===== src/rtl/reg_file_if.sv =====
// Register-file access bus: two combinational read ports and one write port.
// The master drives indices and write data; the slave (reg_file) returns read data.
interface reg_file_if #(
    parameter int unsigned ADDRESS_WIDTH = 5,
    parameter int unsigned DATA_WIDTH    = 32
);
    logic [ADDRESS_WIDTH-1:0] AD1;
    logic [ADDRESS_WIDTH-1:0] AD2;
    logic [ADDRESS_WIDTH-1:0] AD3;
    logic                     WE3;
    logic [DATA_WIDTH-1:0]    WD3;
    logic [DATA_WIDTH-1:0]    RD1;
    logic [DATA_WIDTH-1:0]    RD2;

    modport master (
        output AD1, AD2, AD3, WE3, WD3,
        input  RD1, RD2
    );

    modport slave (
        input  AD1, AD2, AD3, WE3, WD3,
        output RD1, RD2
    );
endinterface


===== src/rtl/reg_file.sv =====
// Architectural integer register file (x0 hardwired to zero) with a registered copy of x10.
// Optional macro REGFILE_BYPASS_EN enables write-first forwarding from WD3 to the read ports.
module reg_file #(
    parameter int unsigned ADDRESS_WIDTH = 5,
    parameter int unsigned DATA_WIDTH    = 32
) (
    input  logic                  clk,
    input  logic                  rst_n,
    reg_file_if.slave             bus,
    output logic [DATA_WIDTH-1:0] a0
);
    localparam int unsigned DEPTH = 2 ** ADDRESS_WIDTH;
    localparam logic [ADDRESS_WIDTH-1:0] A0_IDX = ADDRESS_WIDTH'(10);

    logic [DATA_WIDTH-1:0] regs [DEPTH];
    logic                  wr_en;
    logic [DATA_WIDTH-1:0] rd1;
    logic [DATA_WIDTH-1:0] rd2;

    // x0 is never written, so a write to index 0 is simply dropped here.
    assign wr_en = bus.WE3 && (bus.AD3 != '0);

    always_ff @(posedge clk or negedge rst_n) begin
        if (!rst_n) begin
            for (int unsigned i = 0; i < DEPTH; i++) begin
                regs[i] <= '0;
            end
        end else if (wr_en) begin
            regs[bus.AD3] <= bus.WD3;
        end
    end

    // a0 must show the post-edge value of x10, so take WD3 directly when this edge writes x10.
    always_ff @(posedge clk or negedge rst_n) begin
        if (!rst_n) begin
            a0 <= '0;
        end else if (wr_en && (bus.AD3 == A0_IDX)) begin
            a0 <= bus.WD3;
        end else begin
            a0 <= regs[A0_IDX];
        end
    end

    always_comb begin
        rd1 = '0;
        if (bus.AD1 != '0) begin
            rd1 = regs[bus.AD1];
        end
`ifdef REGFILE_BYPASS_EN
        if (wr_en && (bus.AD1 == bus.AD3)) begin
            rd1 = bus.WD3;
        end
`endif
    end

    always_comb begin
        rd2 = '0;
        if (bus.AD2 != '0) begin
            rd2 = regs[bus.AD2];
        end
`ifdef REGFILE_BYPASS_EN
        if (wr_en && (bus.AD2 == bus.AD3)) begin
            rd2 = bus.WD3;
        end
`endif
    end

    assign bus.RD1 = rd1;
    assign bus.RD2 = rd2;
endmodule


===== src/flat_wrapper.sv =====
// flat-port wrapper written by rule: the top's interface ports become plain ports
module reg_file_flat 
#(
    parameter int unsigned ADDRESS_WIDTH = 5,
    parameter int unsigned DATA_WIDTH    = 32
)
  (clk, rst_n, a0, bus_AD1, bus_AD2, bus_AD3, bus_WE3, bus_WD3, bus_RD1, bus_RD2);
  reg_file_if #(.ADDRESS_WIDTH(ADDRESS_WIDTH), .DATA_WIDTH(DATA_WIDTH)) bus_i ();
  input  logic clk;
  input  logic rst_n;
  output logic [DATA_WIDTH-1:0] a0;
  input wire logic [$bits(bus_i.AD1)-1:0] bus_AD1;
  input wire logic [$bits(bus_i.AD2)-1:0] bus_AD2;
  input wire logic [$bits(bus_i.AD3)-1:0] bus_AD3;
  input wire logic [$bits(bus_i.WE3)-1:0] bus_WE3;
  input wire logic [$bits(bus_i.WD3)-1:0] bus_WD3;
  output wire logic [$bits(bus_i.RD1)-1:0] bus_RD1;
  output wire logic [$bits(bus_i.RD2)-1:0] bus_RD2;
  assign bus_i.AD1 = bus_AD1;
  assign bus_i.AD2 = bus_AD2;
  assign bus_i.AD3 = bus_AD3;
  assign bus_i.WE3 = bus_WE3;
  assign bus_i.WD3 = bus_WD3;
  assign bus_RD1 = bus_i.RD1;
  assign bus_RD2 = bus_i.RD2;
  reg_file #(.ADDRESS_WIDTH(ADDRESS_WIDTH), .DATA_WIDTH(DATA_WIDTH)) u_core (.clk(clk), .rst_n(rst_n), .bus(bus_i), .a0(a0));
endmodule

===== config.mk =====
export PLATFORM = sky130hd
export DESIGN_NAME = reg_file_flat
export DESIGN_NICKNAME = d
export VERILOG_FILES = /design/src/rtl/reg_file_if.sv /design/src/rtl/reg_file.sv /design/src/flat_wrapper.sv
export SDC_FILE = /design/constraint.sdc
export NUM_CORES = 2
export LEC_CHECK = 0
export CAP_MARGIN = 20
export CELL_PAD_IN_SITES_DETAIL_PLACEMENT = 0
export CELL_PAD_IN_SITES_GLOBAL_PLACEMENT = 1
export CORE_AREA = 2 2 355 357
export CTS_BUF_LIST = sky130_fd_sc_hd__clkbuf_4 sky130_fd_sc_hd__clkbuf_8
export DETAILED_ROUTE_END_ITERATION = 7
export DIE_AREA = 0 0 357 359
export PLACE_DENSITY_LB_ADDON = 0.1
export SLEW_MARGIN = 10
export SYNTH_ARGS = -nofsm -noshare
export SYNTH_HDL_FRONTEND = slang
export SYNTH_SLANG_ARGS = --single-unit

===== constraint.sdc =====
create_clock -name clk -period 2.35 [get_ports clk]
set_clock_uncertainty 0.1 [all_clocks]
set_input_delay 0.3525 -clock clk [delete_from_list [all_inputs] [get_ports clk]]
set_output_delay 0.3525 -clock clk [all_outputs]
set_load 0.02 [all_outputs]

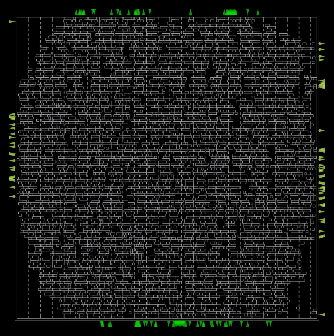
Fig. 1. Placement view.
count of sequential standard cells: 1,056
standard-cell row count: 130
Seq/total area: 37.30%
final instance count without filler cells: 6,138
number of tapcells: 1,650

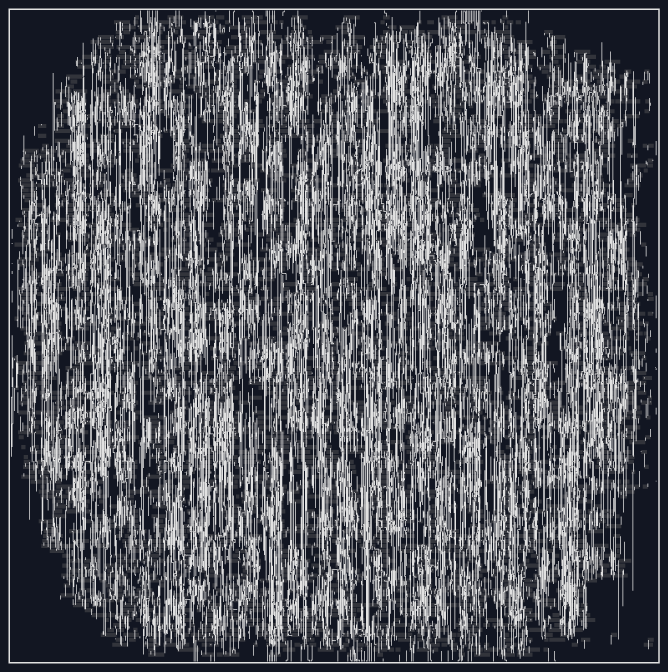
Fig. 2. M2 wires.
share of all routed wire	47%
wire length on this layer	96.2 mm
main direction	vertical
longest straight run	116 um
nets with wire on the layer	4,166

==> impl_metrics.py <==
# Flow results
metrics = {
    "power": {
        "power.group.top": "registers",
        "pwr-share-clk_pct": 33.0,
        "power.leakage_uw": 0.03119,
        "sequentialPowerShare_pct": 42.3,
        "pg_seq_uw": 24200,
    },
    "die": {
        "die_h_um": 359,
    },
    "sta": {
        "setup_violations": 64,
        "finalWorstSetupSlack_ns": -0.8352,
        "transition_time_at_the_pin_with_the_least_slew_margin_ns": 1.115,
        "slew-limit-headroom_pct": 25.42,
        "max_freq_ghz": 0.3140,
    },
    "cells_and_area": {
        "clock_buffer_count": 312,
        "nonClockBufferCount": 895,
        "nonClkBufAreaFrac_pct": 12.64,
        "fillCellCount": 9890,
        "layout-drive-gt1-share_pct": 66.45,
        "diodes": 2,
        "sh_comb_area_pct": 41.23,
        "lay_top_count": "sky130_fd_sc_hd__dfrtp_1",
    },
    "logic_synthesis": {
        "synth_sequential_area_ratio_pct": 47.47,
        "synth_area_leader_cell": "sky130_fd_sc_hd__dfrtp_1",
        "yosys.stat.chipArea_um2": 55660,
        "synthDominantCellAreaShare_pct": 47.47,
        "netlist_area_before_placement_um2": 55660,
        "yosys-mux-area-fraction_pct": 42.44,
        "synth-xor-area-share_pct": 0,
        "synthesis.area_per_instance_um2": 15.10,
    },
    "placed_design": {
        "dp_slack_ns": -0.8148,
        "placed_area_um2": 65040,
    },
    "worst_setup_path": {
        "critical_path_buf_inv_count": 2,
    },
    "grt": {
        "globalRouteOverflowTotal": 0,
        "global_route_wire_length_before_repair_um": 296000,
    },
    "clock_tree": {
        "clock_latency_ns": 0.93,
        "tritoncts": "yes",
        "cts_htree_levels": 4,
        "clk_root_buffer_cell": "sky130_fd_sc_hd__clkbuf_8",
    },
    "drt": {
        "wirelength_um": 202900,
        "residual_antenna_violating_net_count_after_detailed_routing": 0,
    },
    "status": {
        "violations": "setup timing",
        "status": "finished, violations left",
    },
    "flow_run": {
        "log.warning_count": 31,
    },
}
-- stage by stage --
stage          hold slack, ns  std cells
4_1_cts               0.04312       6129
6_report              0.05371       6138
5_1_grt               0.08177       6138
3_3_place_gp           0.1420       5777
2_1_floorplan        -0.04309       3687
3_5_place_dp           0.1369       5777
-- flip-flops by register name (all words and copies together), names as in the netlist --
register	count
u_core.a0	32
u_core.regs	1024
-- cells in the mapped netlist, types with 3 or more instances --
cell type / count
sky130_fd_sc_hd__a221oi_1: 49
sky130_fd_sc_hd__buf_2: 163
sky130_fd_sc_hd__o21ai_0: 104
sky130_fd_sc_hd__a211oi_1: 64
sky130_fd_sc_hd__buf_4: 49
sky130_fd_sc_hd__mux4_2: 448
sky130_fd_sc_hd__nor2b_1: 71
sky130_fd_sc_hd__buf_1: 3
sky130_fd_sc_hd__nand2b_1: 5
sky130_fd_sc_hd__mux2i_1: 128
sky130_fd_sc_hd__nand4b_1: 3
sky130_fd_sc_hd__o2111ai_1: 15
sky130_fd_sc_hd__nor2_1: 19
sky130_fd_sc_hd__clkbuf_1: 213
sky130_fd_sc_hd__o21ai_1: 9
sky130_fd_sc_hd__dfrtp_1: 1056
sky130_fd_sc_hd__nand2_1: 43
sky130_fd_sc_hd__buf_6: 7
sky130_fd_sc_hd__mux2_2: 1062
sky130_fd_sc_hd__a22oi_1: 64
sky130_fd_sc_hd__mux2_1: 26
sky130_fd_sc_hd__a311oi_1: 64
sky130_fd_sc_hd__or3_1: 3
-- metal layers --
| layer | GRT usage [%] | up-vias | wire (um) |
|---|---|---|---|
| met4 | 13.84 | 4 | 8986 |
| li1 | - | 15670 | - |
| met2 | 50.05 | 1514 | 96200 |
| met5 | 0 | - | 24 |
| met3 | 5.528 | 483 | 12130 |
| met1 | 43.60 | 21230 | 85570 |
No activity file was given, so power comes from the tool's default toggle rates.
